**Routing congestion map**

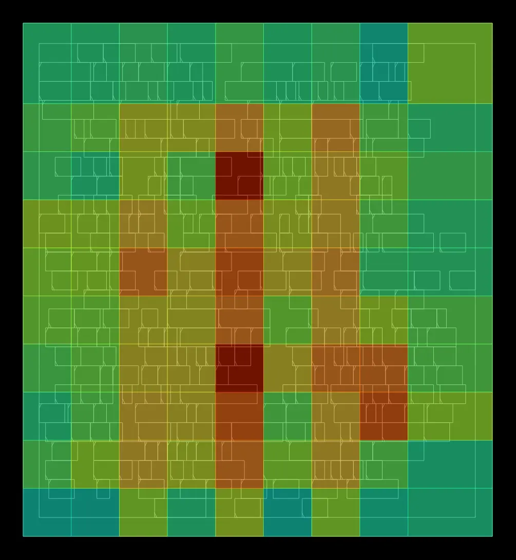
**Logic cells by family**

Bar = 20 µm.
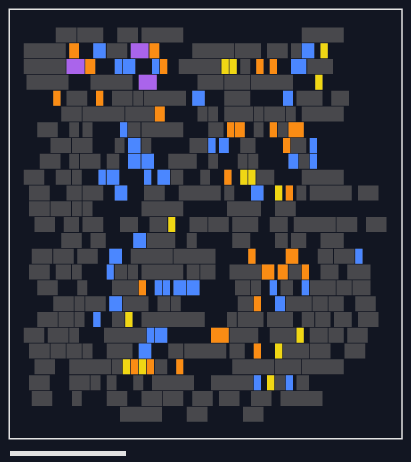
[config.mk]
export PLATFORM = sky130hd
export DESIGN_NAME = uart_tx_sched_flat
export DESIGN_NICKNAME = d
export VERILOG_FILES = /design/src/rtl/uart_tx_sched_if.sv /design/src/rtl/uart_tx_sched.sv /design/src/flat_wrapper.sv
export SDC_FILE = /design/constraint.sdc
export NUM_CORES = 1
export LEC_CHECK = 0
export CORE_ASPECT_RATIO = 1.1
export CORE_MARGIN = 2
export CORE_UTILIZATION = 45
export DETAILED_ROUTE_END_ITERATION = 8
export GPL_TIMING_DRIVEN = 1
export PLACE_DENSITY_LB_ADDON = 0.05
export SLEW_MARGIN = 20
export SYNTH_ARGS = -nofsm -noshare
export SYNTH_HDL_FRONTEND = slang
export SYNTH_SLANG_ARGS = --single-unit
[constraint.sdc]
create_clock -name clk -period 6.2 [get_ports clk]
set_clock_uncertainty 0.15 [all_clocks]
set_input_delay 0.93 -clock clk [delete_from_list [all_inputs] [get_ports clk]]
set_output_delay 0.93 -clock clk [all_outputs]
set_load 0.1 [all_outputs]
[src/rtl/uart_tx_sched_if.sv]
// uart_tx_sched_if: request/acknowledge bundle between the byte producers
// and the shared UART transmit scheduler.
//   req  : per-requester byte-valid, held high until the matching ack.
//   data : flattened bytes, requester i on data[i*DATA_BITS +: DATA_BITS].
//   ack  : one-clk pulse telling requester i that its byte was latched.
interface uart_tx_sched_if #(
    parameter int NREQ      = 4,
    parameter int DATA_BITS = 8
);
    logic [NREQ-1:0]           req;
    logic [NREQ*DATA_BITS-1:0] data;
    logic [NREQ-1:0]           ack;

    // Producer side drives requests and bytes, sees acknowledges.
    modport master (
        output req,
        output data,
        input  ack
    );

    // Scheduler side samples requests and bytes, returns acknowledges.
    modport slave (
        input  req,
        input  data,
        output ack
    );
endinterface

[src/rtl/uart_tx_sched.sv]
// uart_tx_sched: round-robin scheduler sharing one 8N1-style UART tx line
// between NREQ byte requesters. Bit timing comes from the 16x oversampled
// enable_16 tick; each bit lasts exactly 16 ticks. Requests are only sampled
// while idle, so back-to-back frames carry one extra idle-high clk.
// Optional even parity bit: define UART_TX_SCHED_PARITY_EN.
module uart_tx_sched #(
    parameter int NREQ      = 4,
    parameter int DATA_BITS = 8,
    parameter int STOP_BITS = 1
) (
    input  logic                 clk,
    input  logic                 rst,
    input  logic                 enable_16,
    uart_tx_sched_if.slave       bus,
    output logic [2:0]           grant_id,
    output logic                 busy,
    output logic                 tx
);

    // Bit counter must reach the larger of DATA_BITS-1 and STOP_BITS-1.
    localparam int CNT_MAX = (DATA_BITS > STOP_BITS) ? DATA_BITS : STOP_BITS;
    localparam int BCW     = $clog2(CNT_MAX) + 1;

    typedef enum logic [2:0] {
        S_IDLE   = 3'd0,
        S_START  = 3'd1,
        S_DATA   = 3'd2,
`ifdef UART_TX_SCHED_PARITY_EN
        S_PARITY = 3'd4,
`endif
        S_STOP   = 3'd3
    } state_t;

    // Round-robin index: (base + off) mod NREQ, with base and off < NREQ.
    function automatic logic [2:0] rr_index(input logic [2:0] base, input logic [3:0] off);
        logic [3:0] sum;
        sum = {1'b0, base} + off;
        sum = (sum >= 4'(NREQ)) ? (sum - 4'(NREQ)) : sum;
        return sum[2:0];
    endfunction

`ifdef UART_TX_SCHED_PARITY_EN
    // Even parity over the latched character.
    function automatic logic even_parity(input logic [DATA_BITS-1:0] d);
        return ^d;
    endfunction
`endif

    // State and datapath registers
    state_t                 r_state;
    logic [3:0]             r_tick;
    logic [BCW-1:0]         r_bit;
    logic [DATA_BITS-1:0]   r_shift;
    logic [2:0]             r_ptr;
    logic [2:0]             r_grant;
    logic [NREQ-1:0]        r_ack;
    logic                   r_busy;
    logic                   r_tx;
`ifdef UART_TX_SCHED_PARITY_EN
    logic                   r_parity;
    logic                   w_parity_nxt;
`endif

    // Combinational next values
    state_t                 w_state_nxt;
    logic [3:0]             w_tick_nxt;
    logic [BCW-1:0]         w_bit_nxt;
    logic [DATA_BITS-1:0]   w_shift_nxt;
    logic [2:0]             w_ptr_nxt;
    logic [2:0]             w_grant_nxt;
    logic [NREQ-1:0]        w_ack_nxt;
    logic                   w_busy_nxt;
    logic                   w_tx_nxt;

    // Arbitration and timing helpers
    logic                   w_found;
    logic [2:0]             w_winner;
    logic [2:0]             w_idx;
    logic                   w_hit;
    logic [DATA_BITS-1:0]   w_data_sel;
    logic                   w_bit_end;
    logic                   w_last_data;
    logic                   w_last_stop;
    logic [3:0]             w_tick_inc;

    // A bit ends on the 16th tick; ticks outside a frame never matter
    // because IDLE ignores w_bit_end.
    assign w_bit_end   = enable_16 & (r_tick == 4'd15);
    assign w_last_data = (r_bit == BCW'(DATA_BITS - 1));
    assign w_last_stop = (r_bit == BCW'(STOP_BITS - 1));
    assign w_tick_inc  = enable_16 ? (r_tick + 4'd1) : r_tick;

    // Round-robin scan of req starting at r_ptr; first set bit wins.
    always_comb begin
        w_found  = 1'b0;
        w_winner = 3'd0;
        w_idx    = 3'd0;
        w_hit    = 1'b0;
        for (int i = 0; i < NREQ; i++) begin
            w_idx    = rr_index(r_ptr, 4'(i));
            w_hit    = |(bus.req & (NREQ'(1'b1) << w_idx));
            w_winner = (!w_found && w_hit) ? w_idx : w_winner;
            w_found  = w_found | w_hit;
        end
    end

    // Mux out the winner's character from the flattened data bus.
    always_comb begin
        w_data_sel = {DATA_BITS{1'b0}};
        for (int j = 0; j < NREQ; j++) begin
            w_data_sel = w_data_sel |
                         (bus.data[j*DATA_BITS +: DATA_BITS] & {DATA_BITS{(w_winner == 3'(j))}});
        end
    end

    // FSM state register.
    always_ff @(posedge clk) begin
        if (rst) begin
            r_state <= S_IDLE;
        end else begin
            r_state <= w_state_nxt;
        end
    end

    // FSM next-state: frame phases advance only at bit ends.
    always_comb begin
        w_state_nxt = r_state;
        case (r_state)
            S_IDLE: begin
                if (w_found) begin
                    w_state_nxt = S_START;
                end else begin
                    w_state_nxt = S_IDLE;
                end
            end
            S_START: begin
                if (w_bit_end) begin
                    w_state_nxt = S_DATA;
                end else begin
                    w_state_nxt = S_START;
                end
            end
            S_DATA: begin
                if (w_bit_end && w_last_data) begin
`ifdef UART_TX_SCHED_PARITY_EN
                    w_state_nxt = S_PARITY;
`else
                    w_state_nxt = S_STOP;
`endif
                end else begin
                    w_state_nxt = S_DATA;
                end
            end
`ifdef UART_TX_SCHED_PARITY_EN
            S_PARITY: begin
                if (w_bit_end) begin
                    w_state_nxt = S_STOP;
                end else begin
                    w_state_nxt = S_PARITY;
                end
            end
`endif
            S_STOP: begin
                if (w_bit_end && w_last_stop) begin
                    w_state_nxt = S_IDLE;
                end else begin
                    w_state_nxt = S_STOP;
                end
            end
            default: begin
                w_state_nxt = S_IDLE;
            end
        endcase
    end

    // FSM outputs: next values for the line, handshake and counters.
    always_comb begin
        w_tick_nxt  = r_tick;
        w_bit_nxt   = r_bit;
        w_shift_nxt = r_shift;
        w_ptr_nxt   = r_ptr;
        w_grant_nxt = r_grant;
        w_ack_nxt   = {NREQ{1'b0}};
        w_busy_nxt  = r_busy;
        w_tx_nxt    = r_tx;
`ifdef UART_TX_SCHED_PARITY_EN
        w_parity_nxt = r_parity;
`endif
        case (r_state)
            S_IDLE: begin
                // A tick coinciding with acceptance is deliberately dropped:
                // the start bit counts from the next tick.
                if (w_found) begin
                    w_shift_nxt = w_data_sel;
                    w_ack_nxt   = NREQ'(1'b1) << w_winner;
                    w_grant_nxt = w_winner;
                    w_ptr_nxt   = rr_index(w_winner, 4'd1);
                    w_busy_nxt  = 1'b1;
                    w_tx_nxt    = 1'b0;
                    w_tick_nxt  = 4'd0;
                    w_bit_nxt   = {BCW{1'b0}};
`ifdef UART_TX_SCHED_PARITY_EN
                    w_parity_nxt = even_parity(w_data_sel);
`endif
                end else begin
                    w_busy_nxt = 1'b0;
                    w_tx_nxt   = 1'b1;
                    w_tick_nxt = 4'd0;
                end
            end
            S_START: begin
                w_tick_nxt = w_tick_inc;
                if (w_bit_end) begin
                    w_tx_nxt  = r_shift[0];
                    w_bit_nxt = {BCW{1'b0}};
                end else begin
                    w_tx_nxt = r_tx;
                end
            end
            S_DATA: begin
                w_tick_nxt = w_tick_inc;
                if (w_bit_end) begin
                    w_shift_nxt = r_shift >> 1;
                    if (w_last_data) begin
                        w_bit_nxt = {BCW{1'b0}};
`ifdef UART_TX_SCHED_PARITY_EN
                        w_tx_nxt  = r_parity;
`else
                        w_tx_nxt  = 1'b1;
`endif
                    end else begin
                        w_bit_nxt = r_bit + BCW'(1);
                        w_tx_nxt  = w_shift_nxt[0];
                    end
                end else begin
                    w_tx_nxt = r_tx;
                end
            end
`ifdef UART_TX_SCHED_PARITY_EN
            S_PARITY: begin
                w_tick_nxt = w_tick_inc;
                if (w_bit_end) begin
                    w_tx_nxt  = 1'b1;
                    w_bit_nxt = {BCW{1'b0}};
                end else begin
                    w_tx_nxt = r_tx;
                end
            end
`endif
            S_STOP: begin
                w_tick_nxt = w_tick_inc;
                w_tx_nxt   = 1'b1;
                if (w_bit_end) begin
                    if (w_last_stop) begin
                        w_busy_nxt = 1'b0;
                        w_bit_nxt  = {BCW{1'b0}};
                    end else begin
                        w_bit_nxt = r_bit + BCW'(1);
                    end
                end else begin
                    w_bit_nxt = r_bit;
                end
            end
            default: begin
                w_tick_nxt = 4'd0;
                w_bit_nxt  = {BCW{1'b0}};
                w_busy_nxt = 1'b0;
                w_tx_nxt   = 1'b1;
            end
        endcase
    end

    // Datapath and output registers; reset abandons any partial frame.
    always_ff @(posedge clk) begin
        if (rst) begin
            r_tick  <= 4'd0;
            r_bit   <= {BCW{1'b0}};
            r_shift <= {DATA_BITS{1'b0}};
            r_ptr   <= 3'd0;
            r_grant <= 3'd0;
            r_ack   <= {NREQ{1'b0}};
            r_busy  <= 1'b0;
            r_tx    <= 1'b1;
`ifdef UART_TX_SCHED_PARITY_EN
            r_parity <= 1'b0;
`endif
        end else begin
            r_tick  <= w_tick_nxt;
            r_bit   <= w_bit_nxt;
            r_shift <= w_shift_nxt;
            r_ptr   <= w_ptr_nxt;
            r_grant <= w_grant_nxt;
            r_ack   <= w_ack_nxt;
            r_busy  <= w_busy_nxt;
            r_tx    <= w_tx_nxt;
`ifdef UART_TX_SCHED_PARITY_EN
            r_parity <= w_parity_nxt;
`endif
        end
    end

    assign bus.ack  = r_ack;
    assign grant_id = r_grant;
    assign busy     = r_busy;
    assign tx       = r_tx;

endmodule

[src/flat_wrapper.sv]
// flat-port wrapper written by rule: the top's interface ports become plain ports
module uart_tx_sched_flat 
#(
    parameter int NREQ      = 4,
    parameter int DATA_BITS = 8,
    parameter int STOP_BITS = 1
)
  (clk, rst, enable_16, grant_id, busy, tx, bus_req, bus_data, bus_ack);
  uart_tx_sched_if #(.NREQ(NREQ), .DATA_BITS(DATA_BITS)) bus_i ();
  input  logic clk;
  input  logic rst;
  input  logic enable_16;
  output logic [2:0] grant_id;
  output logic busy;
  output logic tx;
  input wire logic [$bits(bus_i.req)-1:0] bus_req;
  input wire logic [$bits(bus_i.data)-1:0] bus_data;
  output wire logic [$bits(bus_i.ack)-1:0] bus_ack;
  assign bus_i.req = bus_req;
  assign bus_i.data = bus_data;
  assign bus_ack = bus_i.ack;
  uart_tx_sched #(.NREQ(NREQ), .DATA_BITS(DATA_BITS), .STOP_BITS(STOP_BITS)) u_core (.clk(clk), .rst(rst), .enable_16(enable_16), .bus(bus_i), .grant_id(grant_id), .busy(busy), .tx(tx));
endmodule
==> reports/results.tsv <==
metric	value	unit
timing.hold.worst_endpoint	u_core.grant_id[2]	
worstSkewPairLatency	0.29	ns
ys_cells	246	
detailed_route_wire_length_per_cell	14.4	µm
rsz0062_at_grt	no	
synth_warnings	0	
finalHoldWorstSlack	0.347	ns
finalNetCount	343	
drt_first_iter_violations	108	
syn-instance-count	246	
post_route_cells_drive_above_1_share	0.0657	
layout_top_cells_excl_fill_tap	clkdlybuf4s50_1 (47), dfxtp_1 (30), o21ai_0 (20)	
r2r.worst_path.cells	13	
placement_rows	25	
yosysSeqAreaShare	0.303	
peak_clock_frequency_supported_by_timing	260	MHz
rrSetupSlack	2.53	ns
worst-endpoint-arrival	3.89	ns
cts_repair_resize_count	0	
rr_startpoint	u_core.r_ptr[1]	
maxSlewHeadroom	0.346	
slew_violations	0	
worstSetupStartpoint	bus_req[3]	
timing.setup.tns	0	ns
fp.dieH	73.6	µm
worst-endpoint-required	6.24	ns
yosys.area.top_type	dfxtp_1	
placeableCoreArea	4250	µm²
n_antenna_cell	0	
ffs_w_async_s_r_synth	0	
timing.hold.worst.start	u_core.grant_id[2]	
power_density_normalized_to_cell_area	496	nW/µm²
drt-vias-per-instance	5.74	
clkTransAtPathRegs	0.08	ns
cts.path.max_buffers	2	
number_of_iterations_in_the_first_detailed_routing_pass	4	
top_cells_by_count	dfxtp_1 (30), o21ai_0 (20), nand2_1 (18), nor2_1 (18), a21oi_1 (17)	
vias	1970	
synth.avg_cell_area	8.07	µm²
numClockSinks	30	
ys_types	53	
crit_path_end	u_core.r_shift[7]	
tritoncts	yes	
synth_top_area_share	0.303	
grt_first_pass_wirelength	7880	µm
hold_violations_final	0	
worstSetupEndpointType	register	
layout_worst_path_cycle_share	0.621	
n_fill_cell	418	
worstHoldPathType	reg -> reg	
openroad.warnings	37	
power.leakage	0.991	nW
die-area	4960	µm²
crit_fanout	14	
power.ir.vdd_worst	220	µV
grt_antenna_before_repair	0	
placedCellCount	335	
routabilityCongestion	0.824	
setup-violations-final	0	
grt_max_degree	23	
synth-edff-count	0	
period_needed	3.85	ns
dp.final_hpwl	3640	µm
cts.htree.levels	2	
route.detailed.drc	0	
drv_cap	0	
drt-total-wl	4940	µm
grt_pass1_vias	1740	
critPathLaunchType	input pin	
top_cell	dfxtp_1	
buffer_ports.inserted	47	
postSynthNetCount	301	
holdPathStages	2	
most_flop_heavy_register	u_core.r_shift	
timing.rr.end	u_core.r_shift[7]	
design.portCount	48	
synthesized_cell_area	1980	µm²
ys.flops	30	
p_total	1.28	mW
worstSetupPathType	in -> reg	
overflow	0	
ctsRootBufferMaster	clkbuf_8	
floorplanUtilization	0.466	
post_cts_hold_buffer_count	0	
num_cts_buffers	5	
post_detailed_route_count_of_antenna_violating_nets	0	
number_of_flip_flops_in_the_largest_register	8	
die.size.x	67.3	µm
worst-slew-pin-transition	0.978	ns
post-cts-setup-buffer-count	0	
result_of_the_run	complete, no violations	
area_leaders	dfxtp_1 (30%), ha_1 (10%), a22oi_1 (5.7%), o21ai_0 (5.0%), a21oi_1 (4.3%)	
area_growth_synth_to_finish	30.2	%
yosys.stat.chipArea	1980	µm²
overall_fraction_of_global_route_tracks_in_use	0.208	
synth-main-ff-cell	dfxtp_1	
## Picture notes: 'routing congestion map'
met3 GRT Util: 0.0459
met2 global-route usage: 0.330
final core utilization: 0.607
met1 GRT Util: 0.277

## Picture notes: 'logic cells by family'
Key: purple = xor and xnor cells [cells 3, most used xor2_1]; orange = nor cells [cells 28, most used nor2_1]; blue = nand cells [cells 41, most used nand2_1]; yellow = inv cells [cells 14, most used inv_1]
most frequent standard cell in the layout excluding fill and tap cells: clkdlybuf4s50_1
Comb area share: 0.494
Post-Layout Cell Count: 343

## critical path, cell delays in order
cell	delay (ns)
clkdlybuf4s50_1	0.46
a22oi_1	0.30
and2_1	0.41
o22ai_1	0.16
a311oi_2	0.26
buf_4	0.24
inv_1	0.08
ha_1	0.30
a22oi_1	0.20
a2bb2oi_1	0.18
o32ai_1	0.11
a32o_1	0.25
## power breakdown
group	total (mW)	internal [mW]	switching [mW]	leakage, nW
logic	0.807	0.293	0.514	0.687
clock network	0.198	0.118	0.0795	0.0579
registers	0.277	0.243	0.0334	0.246
total	1.28	0.654	0.627	0.991
## per-layer routing
metal	track usage	vias up	share of wire
met1	0.277	900	0.49
met2	0.330	63	0.44
met3	0.0459	10	0.054
li1	-	997	-
met5	0	-	0
met4	0.0726	0	0.020
## logic make-up after synthesis
| logic type | after synthesis | share of synthesized area |
|---|---|---|
| AND-OR/OR-AND | 88 | 0.300 |
| multiplexers | 4 | 0.0202 |
| adder cells (fa/ha/maj) | 16 | 0.101 |
| XOR/XNOR | 3 | 0.0132 |
| AND/OR/NAND/NOR | 78 | 0.205 |
| buffers and inverters | 27 | 0.0580 |
| flip-flops | 30 | 0.303 |
## final cells by class
class                           instances  area (µm²)  area share
Multi-Input combinational cell        189        1280       0.494
Sequential cell                        30         601       0.232
Timing Repair Buffer                   48         478       0.185
Clock buffer                            5        68.8      0.0266
Tap cell                               54        67.6      0.0262
Inverter                               14        52.6      0.0203
Clock inverter                          3        40.0      0.0155
## through the flow
stage | setup WS (ns) | instance area (µm²) | util
CTS | 2.41 | 2580 | 0.606
global placement | 2.22 | 2470 | 0.580
floorplan | 2.86 | 1980 | -
finish | 2.35 | 2580 | 0.607
global route | 2.13 | 2580 | 0.607
detailed placement | 2.12 | 2470 | 0.580
Power figures rest on the tool's default switching activity, not on a simulated workload.
